<file path="src/rtl/quadrature_pkg.sv">
// Shared encodings and defaults for the quadrature decoder.
// Latency: n/a (types, constants and a pure function only).
// Backpressure: n/a.
package quadrature_pkg;

  localparam int DEF_CNT_W    = 16;
  localparam int DEF_FILT_LEN = 2;

  localparam logic DIR_FWD = 1'b1;
  localparam logic DIR_REV = 1'b0;

  // Filtered phase state, encoded {A,B}.
  typedef enum logic [1:0] {
    S00 = 2'b00,
    S10 = 2'b10,
    S11 = 2'b11,
    S01 = 2'b01
  } phase_t;

  // Successor of a phase state in forward motion (00 -> 10 -> 11 -> 01 -> 00).
  function automatic phase_t fwd_next(input phase_t s);
    phase_t n;
    n = S00;
    case (s)
      S00:     n = S10;
      S10:     n = S11;
      S11:     n = S01;
      default: n = S00;
    endcase
    return n;
  endfunction

endpackage

</file>
<file path="src/rtl/quad_sync_filter.sv">
// Two-flop synchronizer plus stability filter for one quadrature channel.
// Latency: edge sampled at clock k appears on filt_o after edge k+1+FILT_LEN.
// Backpressure: none; free-running, shorter-than-FILT_LEN pulses are dropped.
//
// Ports:
//   clk_i, nrst_i : clock, asynchronous active-low reset
//   din_i         : raw channel input, asynchronous to clk_i
//   filt_o        : accepted (filtered) level
//   vld_o         : high once the first level has been accepted since reset
module quad_sync_filter
  import quadrature_pkg::*;
#(
  parameter int FILT_LEN = DEF_FILT_LEN
) (
  input  logic clk_i,
  input  logic nrst_i,
  input  logic din_i,
  output logic filt_o,
  output logic vld_o
);

  localparam logic [3:0] FILT_LEN_C = 4'(FILT_LEN);

  logic       sync1_q, sync2_q;
  logic [1:0] fill_q;            // tracks which sync stages hold a real sample
  logic [3:0] run_q, run_d;      // consecutive cycles sync2_q has held its value
  logic       filt_q, filt_d;
  logic       vld_q, vld_d;

  always_comb begin
    run_d  = run_q;
    filt_d = filt_q;
    vld_d  = vld_q;

    // Reset values in the synchronizer are not samples; do not let them
    // count towards stability or the first accepted level could be bogus.
    if (!fill_q[0]) begin
      run_d = '0;
    end else if (!fill_q[1] || (sync1_q != sync2_q)) begin
      run_d = 4'd1;
    end else if (run_q != 4'hF) begin
      run_d = run_q + 4'd1;
    end

    if (run_q >= FILT_LEN_C) begin
      filt_d = sync2_q;
      vld_d  = 1'b1;
    end
  end

  always_ff @(posedge clk_i or negedge nrst_i) begin
    if (!nrst_i) begin
      sync1_q <= 1'b0;
      sync2_q <= 1'b0;
      fill_q  <= '0;
      run_q   <= '0;
      filt_q  <= 1'b0;
      vld_q   <= 1'b0;
    end else begin
      sync1_q <= din_i;
      sync2_q <= sync1_q;
      fill_q  <= {fill_q[0], 1'b1};
      run_q   <= run_d;
      filt_q  <= filt_d;
      vld_q   <= vld_d;
    end
  end

  assign filt_o = filt_q;
  assign vld_o  = vld_q;

endmodule

</file>
<file path="src/rtl/quadrature_decoder.sv">
// x4 quadrature decoder: filtered A/B phases drive a signed wrapping position counter.
// Latency: edge sampled at clock k updates count/dir/step at edge k+2+FILT_LEN.
// Backpressure: none; at most one count update per cycle.
//
// Ports:
//   clk, nrst      : clock, asynchronous active-low reset
//   phs_0, phs_90  : channel A / channel B, asynchronous to clk
//   clr            : synchronous clear of count and err
//   count          : signed two's-complement position (CNT_W bits)
//   dir            : 1 = last valid step forward, 0 = reverse
//   step           : one-cycle pulse per valid count update
//   err            : sticky illegal-transition flag
// Build option: QUAD_ERR_DETECT_EN enables err; otherwise err is tied low.
module quadrature_decoder
  import quadrature_pkg::*;
#(
  parameter int CNT_W    = DEF_CNT_W,
  parameter int FILT_LEN = DEF_FILT_LEN
) (
  input  logic             clk,
  input  logic             nrst,
  input  logic             phs_0,
  input  logic             phs_90,
  input  logic             clr,
  output logic [CNT_W-1:0] count,
  output logic             dir,
  output logic             step,
  output logic             err
);

  logic a_filt, a_vld, b_filt, b_vld;

  quad_sync_filter #(.FILT_LEN(FILT_LEN)) u_filt_a (
    .clk_i  (clk),
    .nrst_i (nrst),
    .din_i  (phs_0),
    .filt_o (a_filt),
    .vld_o  (a_vld)
  );

  quad_sync_filter #(.FILT_LEN(FILT_LEN)) u_filt_b (
    .clk_i  (clk),
    .nrst_i (nrst),
    .din_i  (phs_90),
    .filt_o (b_filt),
    .vld_o  (b_vld)
  );

  phase_t           cur;
  phase_t           state_q, state_d;
  logic             primed_q, primed_d;
  logic [CNT_W-1:0] count_q, count_d;
  logic             dir_q, dir_d;
  logic             step_q, step_d;
  logic             is_fwd, is_rev;
`ifdef QUAD_ERR_DETECT_EN
  logic             err_q, err_d;
`endif

  always_comb begin
    cur      = phase_t'({a_filt, b_filt});
    is_fwd   = (cur == fwd_next(state_q));
    is_rev   = (state_q == fwd_next(cur));
    state_d  = state_q;
    primed_d = primed_q;
    count_d  = count_q;
    dir_d    = dir_q;
    step_d   = 1'b0;
`ifdef QUAD_ERR_DETECT_EN
    err_d    = err_q;
`endif

    if (!primed_q) begin
      // First accepted level only seeds the state register.
      if (a_vld && b_vld) begin
        state_d  = cur;
        primed_d = 1'b1;
      end
    end else if (cur != state_q) begin
      state_d = cur;   // always resync, even across an illegal jump
      if (is_fwd) begin
        count_d = count_q + CNT_W'(1);
        dir_d   = DIR_FWD;
        step_d  = 1'b1;
      end else if (is_rev) begin
        count_d = count_q - CNT_W'(1);
        dir_d   = DIR_REV;
        step_d  = 1'b1;
      end else begin
`ifdef QUAD_ERR_DETECT_EN
        err_d = 1'b1;
`endif
      end
    end

    // clr overrides the count (and err) but leaves step/dir of a coincident step.
    if (clr) begin
      count_d = '0;
`ifdef QUAD_ERR_DETECT_EN
      err_d   = 1'b0;
`endif
    end
  end

  always_ff @(posedge clk or negedge nrst) begin
    if (!nrst) begin
      state_q  <= S00;
      primed_q <= 1'b0;
      count_q  <= '0;
      dir_q    <= 1'b0;
      step_q   <= 1'b0;
    end else begin
      state_q  <= state_d;
      primed_q <= primed_d;
      count_q  <= count_d;
      dir_q    <= dir_d;
      step_q   <= step_d;
    end
  end

`ifdef QUAD_ERR_DETECT_EN
  always_ff @(posedge clk or negedge nrst) begin
    if (!nrst) begin
      err_q <= 1'b0;
    end else begin
      err_q <= err_d;
    end
  end
  assign err = err_q;
`else
  assign err = 1'b0;
`endif

  assign count = count_q;
  assign dir   = dir_q;
  assign step  = step_q;

endmodule

</file>
<file path="config.mk">
export PLATFORM = sky130hd
export DESIGN_NAME = quadrature_decoder
export DESIGN_NICKNAME = d
export VERILOG_FILES = /design/src/rtl/quadrature_pkg.sv /design/src/rtl/quad_sync_filter.sv /design/src/rtl/quadrature_decoder.sv
export SDC_FILE = /design/constraint.sdc
export NUM_CORES = 1
export LEC_CHECK = 0
export CAP_MARGIN = 20
export CORE_UTILIZATION = 57
export DETAILED_ROUTE_END_ITERATION = 6
export GPL_ROUTABILITY_DRIVEN = 0
export GPL_TIMING_DRIVEN = 0
export PLACE_DENSITY = 0.85
export RECOVER_POWER = 50
export SYNTH_ARGS = -nofsm -noshare
export SYNTH_HDL_FRONTEND = slang
export SYNTH_HIERARCHICAL = 1
export SYNTH_SLANG_ARGS = --single-unit
</file>
<file path="constraint.sdc">
create_clock -name clk -period 3.3 [get_ports clk]
set_clock_uncertainty 0.15 [all_clocks]
set_input_delay 0.66 -clock clk [delete_from_list [all_inputs] [get_ports clk]]
set_output_delay 0.66 -clock clk [all_outputs]
set_load 0.01 [all_outputs]
</file>
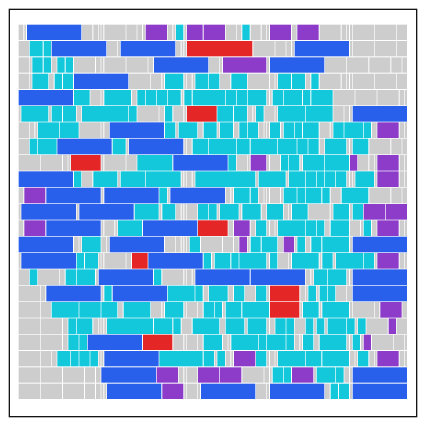
(run_1/class_map.png)
(6 px per um) Fill, decap, tap and diode cells in gray.
class	color	cells
remaining logic cells	cyan	201
clock drivers and dummy loads	red	8
registers	blue	41
remaining buffers and delay cells	purple	30
end-of-flow core utilization: 0.716
post-route cell area: 2910 um^2

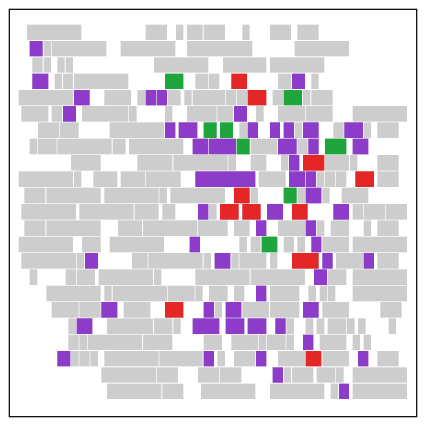
(run_1/gates.png)
(6 px per um)
family	color	cells
and/or cells	green	8
aoi and oai cells	purple	54
non-inverting ao/oa cells	red	11
Layout Cells excl Fill: 330
most frequent standard cell in the layout excluding fill and tap cells: dfrtp_1

==> flow_summary.ini, run 1 <==
; generated from flow reports
[cts]
clock_tree.root_cell = clkbuf_8
worst_setup_hold_path_clk_slew_ns = 0.08
clk_latency_ns = 0.30
tritoncts_clock_tree = yes
holdBufCountCts = 0
resize_count_post_cts = 2

[timing]
rsz0062_at_grt = false
setup_ws_ns = 0.162
achievable-frequency_mhz = 319
setup_viol_count_final = 0
setup_total_negative_slack_ns = 0
final_count_of_pins_violating_max_slew = 35
hold-worst-slack_ns = 0.102

[synthesis]
post_synth_main_area_contributors = dfrtp_1 (42%), ha_1 (10%), a21oi_1 (4.7%)
synthMuxAreaShare = 0.0331
ys_top_logic_family = AND-OR/OR-AND gates
post_synth_inst_count = 248
synth_area_um2 = 2460
synth_seq_share = 0.418
top_cells_by_count = dfrtp_1 (41), nand2_1 (29), a21oi_1 (23), ha_1 (20), nor2_1 (17)
compound_area_frac = 0.187
ff_type = dfrtp_1
synth.yosys.num_cells = 248
ys_async_sr_fraction = 1.00
synthDominantCellAreaShare = 0.418
xor_xnor_cells_area_fraction = 0.0499
post_synth_and_or_nand_nor_area_fraction = 0.167

[placement]
placed_cells_incl_taps = 321
hpwlAfterDp_um = 3360
pre_cts_ws_ns = -0.0624

[floorplanning]
tap-cell-count = 50
floorplan.core_util = 0.605
die-area_um2 = 4580
die_width_um = 67.6
floorplan.core_area_um2 = 4060
die_height_um = 67.6
rows = 23

[grt]
met1_usage_in_global_routing = 0.282
grt_antenna_before_repair = 0
busiest_layer = met2
maximum_number_of_pins_on_one_net_before_global_route_repair = 35
number_of_global_route_vias_before_repair = 1824
met2_usage = 0.396

[worst_setup_path]
timing_worst_setup_path_type = register to register
critical_path.endpoint_type = register
required_ns = 3.34
worstReg2RegStart = u_filt_b/filt_o$_DFFE_PN0P_
start_kind = register
timing.critical_path.arrival_ns = 3.18
cp_max_fo = 17

[pwr]
p_seq_frac = 0.213
pg_seq_mw = 0.706
switching_fraction_of_total_power = 0.438
pwr.group.combinational_mw = 2.18
total_switching_power_mw = 1.45
power.share.clock = 0.129

[routing]
drtPass1Iterations = 4
route.detailed.drc = 0
drt_first_iter_violations = 86
routed.top_layer = met4
routedLengthMet1_um = 2180
wl_per_cell_um = 14.1
route.met3.wl_um = 138

[flow_run]
maxCapViolations = 1
warning_count = 30

[cells_and_area]
logic_gates = 190
design.seq.count = 41
dominant-cell-class = logic gates
synthToLayoutAreaGrowth_pct = 18.3
fin_nets = 305

[run_status]
status = finished, violations left
failing_checks = capacitance limit, slew limit

[hold_path]
worst_hold_path_type = input pin to async pin
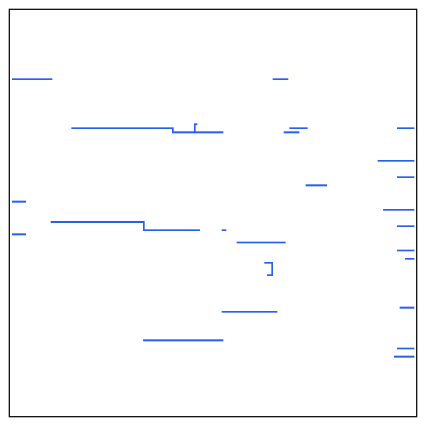
(run_1/m3.png)
(6 px per um)
main direction	horizontal
nets with wire on the layer	20
longest straight run	16.8 um
share of all routed wire	3.0%
wire length on this layer	139 um
vias post-DR: 1894
met3 demand-to-capacity share in global routing: 0.0574
Detailed Route WL: 4640 um

[run 1: registers in the layout, indices dropped and copies added, names as in the netlist, 2 cells and up]
name	count
state_q	2
u_filt_a/fill_q	2
u_filt_b/run_q	4
u_filt_b/fill_q	2
u_filt_a/run_q	4
count	16
[run 1: cell families after synthesis]
logic type,Yosys count
XOR/XNOR,14
AND/OR/NAND/NOR,80
buffers and inverters,17
multiplexers,7
other,3
adder cells (fa/ha/maj),21
AND-OR/OR-AND,65
flip-flops,41
[run 1: critical path, cell delays in order, from the launching register on]
cell and delay, ns:
dfrtp_1 0.42, xnor2_2 0.23, and2_4 0.22, clkinvlp_4 0.10, buf_12 0.16, ha_1 0.33, o211ai_1 0.21, o21ai_2 0.11
o2111a_2 0.31, a21o_1 0.24, a211oi_2 0.23, mux2_4 0.32
--- run 2 (diff from run 1) ---
Settings changed: SLEW_MARGIN from default to 5.
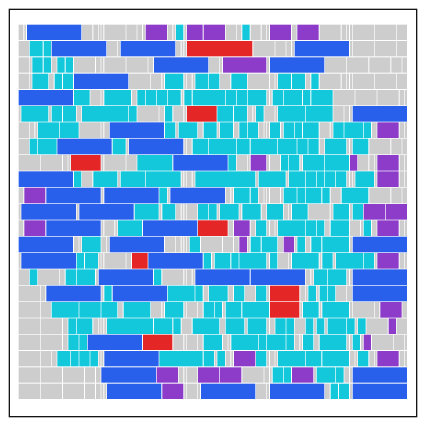
(run_2/class_map.png)
(6 px per um) Fill, decap, tap and diode cells in gray.
class	color	cells
remaining logic cells	cyan	201
remaining buffers and delay cells	purple	30
registers	blue	41
clock drivers and dummy loads	red	8
core region area: 4060 um^2
share of cell area taken by flip-flops and latches: 0.353
standard-cell row count: 23

==> flow_summary.ini, run 2 <==
; generated from flow reports
[worst_setup_path]
cpMaxStageDelayCell = dfrtp_1
worst_path_largest_cell_delay_ns = 0.42
critical_path.endpoint_type = register
critical-path-top-delay-family = AND-OR/OR-AND gates
cp_buf_inv_count = 2
path_cells = xnor2_2 -> and2_4 -> clkinvlp_4 -> buf_12 -> ha_1 -> o211ai_1 -> o21ai_2 -> o2111a_2 -> a21o_1 -> a211oi_2 -> mux2_4
cp_max_fo = 17
required_ns = 3.34
timing.critical_path.arrival_ns = 3.18
worstReg2RegStart = u_filt_b/filt_o$_DFFE_PN0P_

[grt]
met2_usage = 0.396
busiest_layer = met2
number_of_global_route_vias_before_repair = 1824
grt_antenna_before_repair = 0
grt_util_met3 = 0.0574

[timing]
rsz0062_at_grt = false
setup_total_negative_slack_ns = 0
hold-worst-slack_ns = 0.102
final_count_of_pins_violating_max_slew = 35

[run_status]
failing_checks = capacitance limit, slew limit
status = finished, violations left

[floorplanning]
die_height_um = 67.6
die-area_um2 = 4580

[synthesis]
synth_seq_share = 0.418
synth.yosys.num_cells = 248
synthDominantCellAreaShare = 0.418
post_synth_main_area_contributors = dfrtp_1 (42%), ha_1 (10%), a21oi_1 (4.7%)
ys_async_sr_fraction = 1.00
ff_type = dfrtp_1
top_cells_by_count = dfrtp_1 (41), nand2_1 (29), a21oi_1 (23), ha_1 (20), nor2_1 (17)

[pwr]
p_seq_frac = 0.213
total_switching_power_mw = 1.45
power.share.clock = 0.129
pwr.group.combinational_mw = 2.18
pg_seq_mw = 0.706
switching_fraction_of_total_power = 0.438

[cells_and_area]
logic_gates = 190
dominant-cell-class = logic gates
design.seq.count = 41
fin_nets = 305
stdcell_area_um2 = 2910
utilization = 0.716
flip_flop_count_of_the_largest_register_all_copies_and_words_added = 16
layout.cells.non_filler = 330

[cts]
tritoncts_clock_tree = yes
holdBufCountCts = 0
clk_latency_ns = 0.30
clock_tree.root_cell = clkbuf_8
worst_setup_hold_path_clk_slew_ns = 0.08

[routing]
wl_per_cell_um = 14.1
drt_first_iter_violations = 86
route.detailed.drc = 0
route.met3.wl_um = 138
drtPass1Iterations = 4
route.vias.total = 1894
routedLengthMet1_um = 2180
routed.top_layer = met4

[placement]
placed_cells_incl_taps = 321
pre_cts_ws_ns = -0.0624

[flow_run]
warning_count = 30
maxCapViolations = 1

[hold_path]
worst_hold_path_type = input pin to async pin
[run 2: how the worst max path moves through the flow]
stage	end	cells past startpoint	slack, ns
after CTS	count[15]$_DFFE_PN0P_	11	0.07
after floorplan	count[15]$_DFFE_PN0P_	10	0.27
after detailed placement	count[15]$_DFFE_PN0P_	10	-0.06
after global placement	count[15]$_DFFE_PN0P_	10	-0.04
after global routing	count[15]$_DFFE_PN0P_	11	0.004
final	count[15]$_DFFE_PN0P_	11	0.16
[run 2: logic make-up after synthesis]
group	Yosys count	synth area share
other	3	0.00458
adders and majority gates	21	0.110
muxes	7	0.0331
DFF	41	0.418
xor gates and xnor gates	14	0.0499
AOI/OAI and AO/OA	65	0.187
buffers and inverters	17	0.0311
and+or+nand+nor	80	0.167
==> run_2/sizing.png <==
(6 px per um)
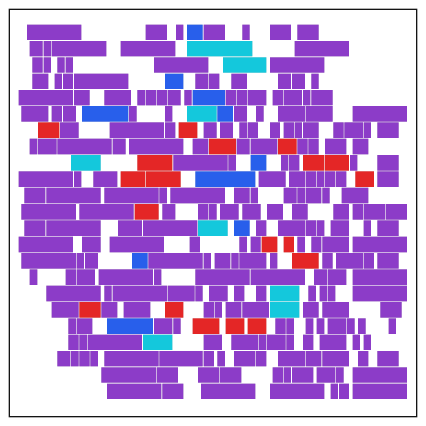

--- run 3 (diff from run 2) ---
Settings changed: CORE_UTILIZATION 57 to 55, PLACE_DENSITY 0.85 to 0.82.
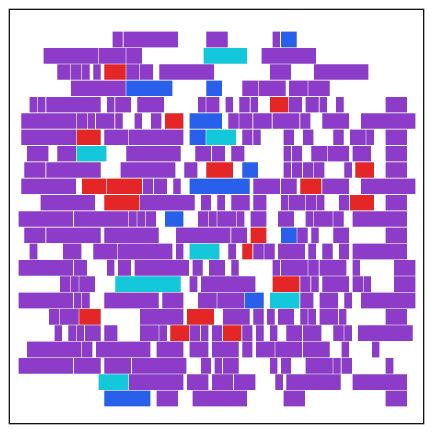
(run_3/sizing.png)
(6 px per um)
size	color	cells	share
x6 and larger	cyan	7	2.5%
x2	red	18	6.4%
x3 and x4	blue	11	3.9%
x1 and smaller	purple	244	87%
worst-case setup margin in the final layout: 0.170 ns
count of buffers not belonging to the clock network in the layout: 30

==> flow_summary.ini, run 3 <==
; generated from flow reports
[routing]
drtPass1Iterations = 5
drt.antenna.violating_nets = 0
routed.top_layer = met4
routedLengthMet1_um = 2150
route.detailed.drc = 0
route.met3.wl_um = 205
drt_first_iter_violations = 127
wl_per_cell_um = 14.5
totalWireLength_um = 4800
route.vias.total = 1925

[pwr]
clock_group_power_mw = 0.416
total_switching_power_mw = 1.47
pg_seq_mw = 0.708
p_seq_frac = 0.214
internal_power_mw = 1.84
power.share.clock = 0.126
worst_ir_drop_vdd_uv = 552
switching_fraction_of_total_power = 0.444
power.largest_group = combinational cells
comb_power_share = 0.660
pwr.group.combinational_mw = 2.18

[timing]
hold_viol_final = 0
period_used_share = 0.949
setup_viol_count_final = 0
rsz0062_at_grt = false
final_count_of_pins_violating_max_slew = 34
setup_total_negative_slack_ns = 0
worstMarginPinSlew_ns = 1.71
hold-worst-slack_ns = 0.111
achievable-frequency_mhz = 319

[grt]
grt_pass1_wl_um = 7930
grt_util_met3 = 0.0543
number_of_global_route_vias_before_repair = 1826
groute.usage.overall = 0.230
grt_overflow = 0
met2_usage = 0.407
met1_usage_in_global_routing = 0.274
maximum_number_of_pins_on_one_net_before_global_route_repair = 34
busiest_layer = met2
grt_antenna_before_repair = 0

[cells_and_area]
antenna_cells = 0
layout.cells.non_filler = 330
layout.filler_cells = 343
stdcell_area_um2 = 2900
fin_nets = 305
layout_top_cell_excl_fill_tap = dfrtp_1
flip_flop_count_of_the_largest_register_all_copies_and_words_added = 16
utilization = 0.699
synthToLayoutAreaGrowth_pct = 17.9

[cts]
tritoncts.num_buffers = 5
tritoncts_num_sinks = 41
clockBufferDepth = 2
tritoncts_clock_tree = yes
clk_latency_ns = 0.31
number_of_levels_in_the_clock_h_tree = 2
clock_tree.root_cell = clkbuf_8
worst_setup_hold_path_clk_slew_ns = 0.09

[synthesis]
ys_chip_area_um2 = 2460
top_cells_by_count = dfrtp_1 (41), nand2_1 (29), a21oi_1 (23), ha_1 (20), nor2_1 (17)
synth.yosys.num_cells = 248
synth.net_count = 274
synthMuxAreaShare = 0.0331
ys_top_logic_family = AND-OR/OR-AND gates
xor_xnor_cells_area_fraction = 0.0499
compound_area_frac = 0.187
fa_ha_area_frac = 0.110
most_common_cell = dfrtp_1
ff_type = dfrtp_1
post_synth_inst_count = 248
synth_area_um2 = 2460
synthDistinctLibCells = 49
synth_seq_share = 0.418
synth_flops = 41
avgSynthCellArea_um2 = 9.90
yosys.area.top_type = dfrtp_1
post_synth_main_area_contributors = dfrtp_1 (42%), ha_1 (10%), a21oi_1 (4.7%)
post_synth_and_or_nand_nor_area_fraction = 0.167
synthDominantCellAreaShare = 0.418
ys_async_sr_fraction = 1.00

[worst_setup_path]
critical_path_depth = 11
critPathCapture = count[15]$_DFFE_PN0P_
regToRegEndpoint = count[15]$_DFFE_PN0P_
required_ns = 3.35
start_kind = register
critical_path.endpoint_type = register
cp-startpoint = u_filt_a/filt_o$_DFFE_PN0P_
timing.critical_path.arrival_ns = 3.18
cp_max_fo = 17
ff2ff_path_depth = 11
worst_path_most_repeated_cell = a211oi_2
critical-path-top-delay-family = AND-OR/OR-AND gates
cp_buf_inv_count = 2
worstReg2RegStart = u_filt_a/filt_o$_DFFE_PN0P_
path_cells = xor2_2 -> and2_4 -> clkinvlp_4 -> buf_12 -> ha_1 -> a211oi_2 -> o21ai_2 -> o2111a_2 -> a21o_1 -> a211oi_2 -> mux2_4
cpMaxStageDelayCell = dfrtp_1
worst_path_largest_cell_delay_ns = 0.43
timing_worst_setup_path_type = register to register

[floorplanning]
rows = 23
die_height_um = 68.8
die_width_um = 68.8
die-area_um2 = 4740
floorplan.core_area_um2 = 4140
floorplan.core_util = 0.593

[placement]
pre_cts_ws_ns = -0.119
hpwlAfterDp_um = 3470
placed_cells_incl_taps = 321

[run_status]
status = finished, violations left
failing_checks = capacitance limit, slew limit

[flow_run]
maxCapViolations = 1
warning_count = 30

[hold_path]
worst_hold_path_type = input pin to async pin
run 3: cell types whose count changed in the layout (fill, tap and decap cells not counted), sizes merged:
| cell | previous run | this run |
|---|---|---|
| clkbuf | 10 | 9 |
| clkinv | 0 | 1 |
run 3: layout make-up:
cell class	instances	area [um^2]	share of cell area
Sequential cell	41	1030	0.354
Multi-Input combinational cell	190	1380	0.475
Tap cell	50	62.6	0.0216
Clock buffer	5	68.8	0.0238
Inverter	11	45.0	0.0156
Clock inverter	3	46.3	0.0160
Buffer	6	35.0	0.0121
Timing Repair Buffer	24	238	0.0821
run 3: repair_timing:
action,in CTS,in global routing
hold buffers,0,0
resized,2,4
pin swaps,0,1
setup endpoints to repair,3,3
setup buffers,1,0
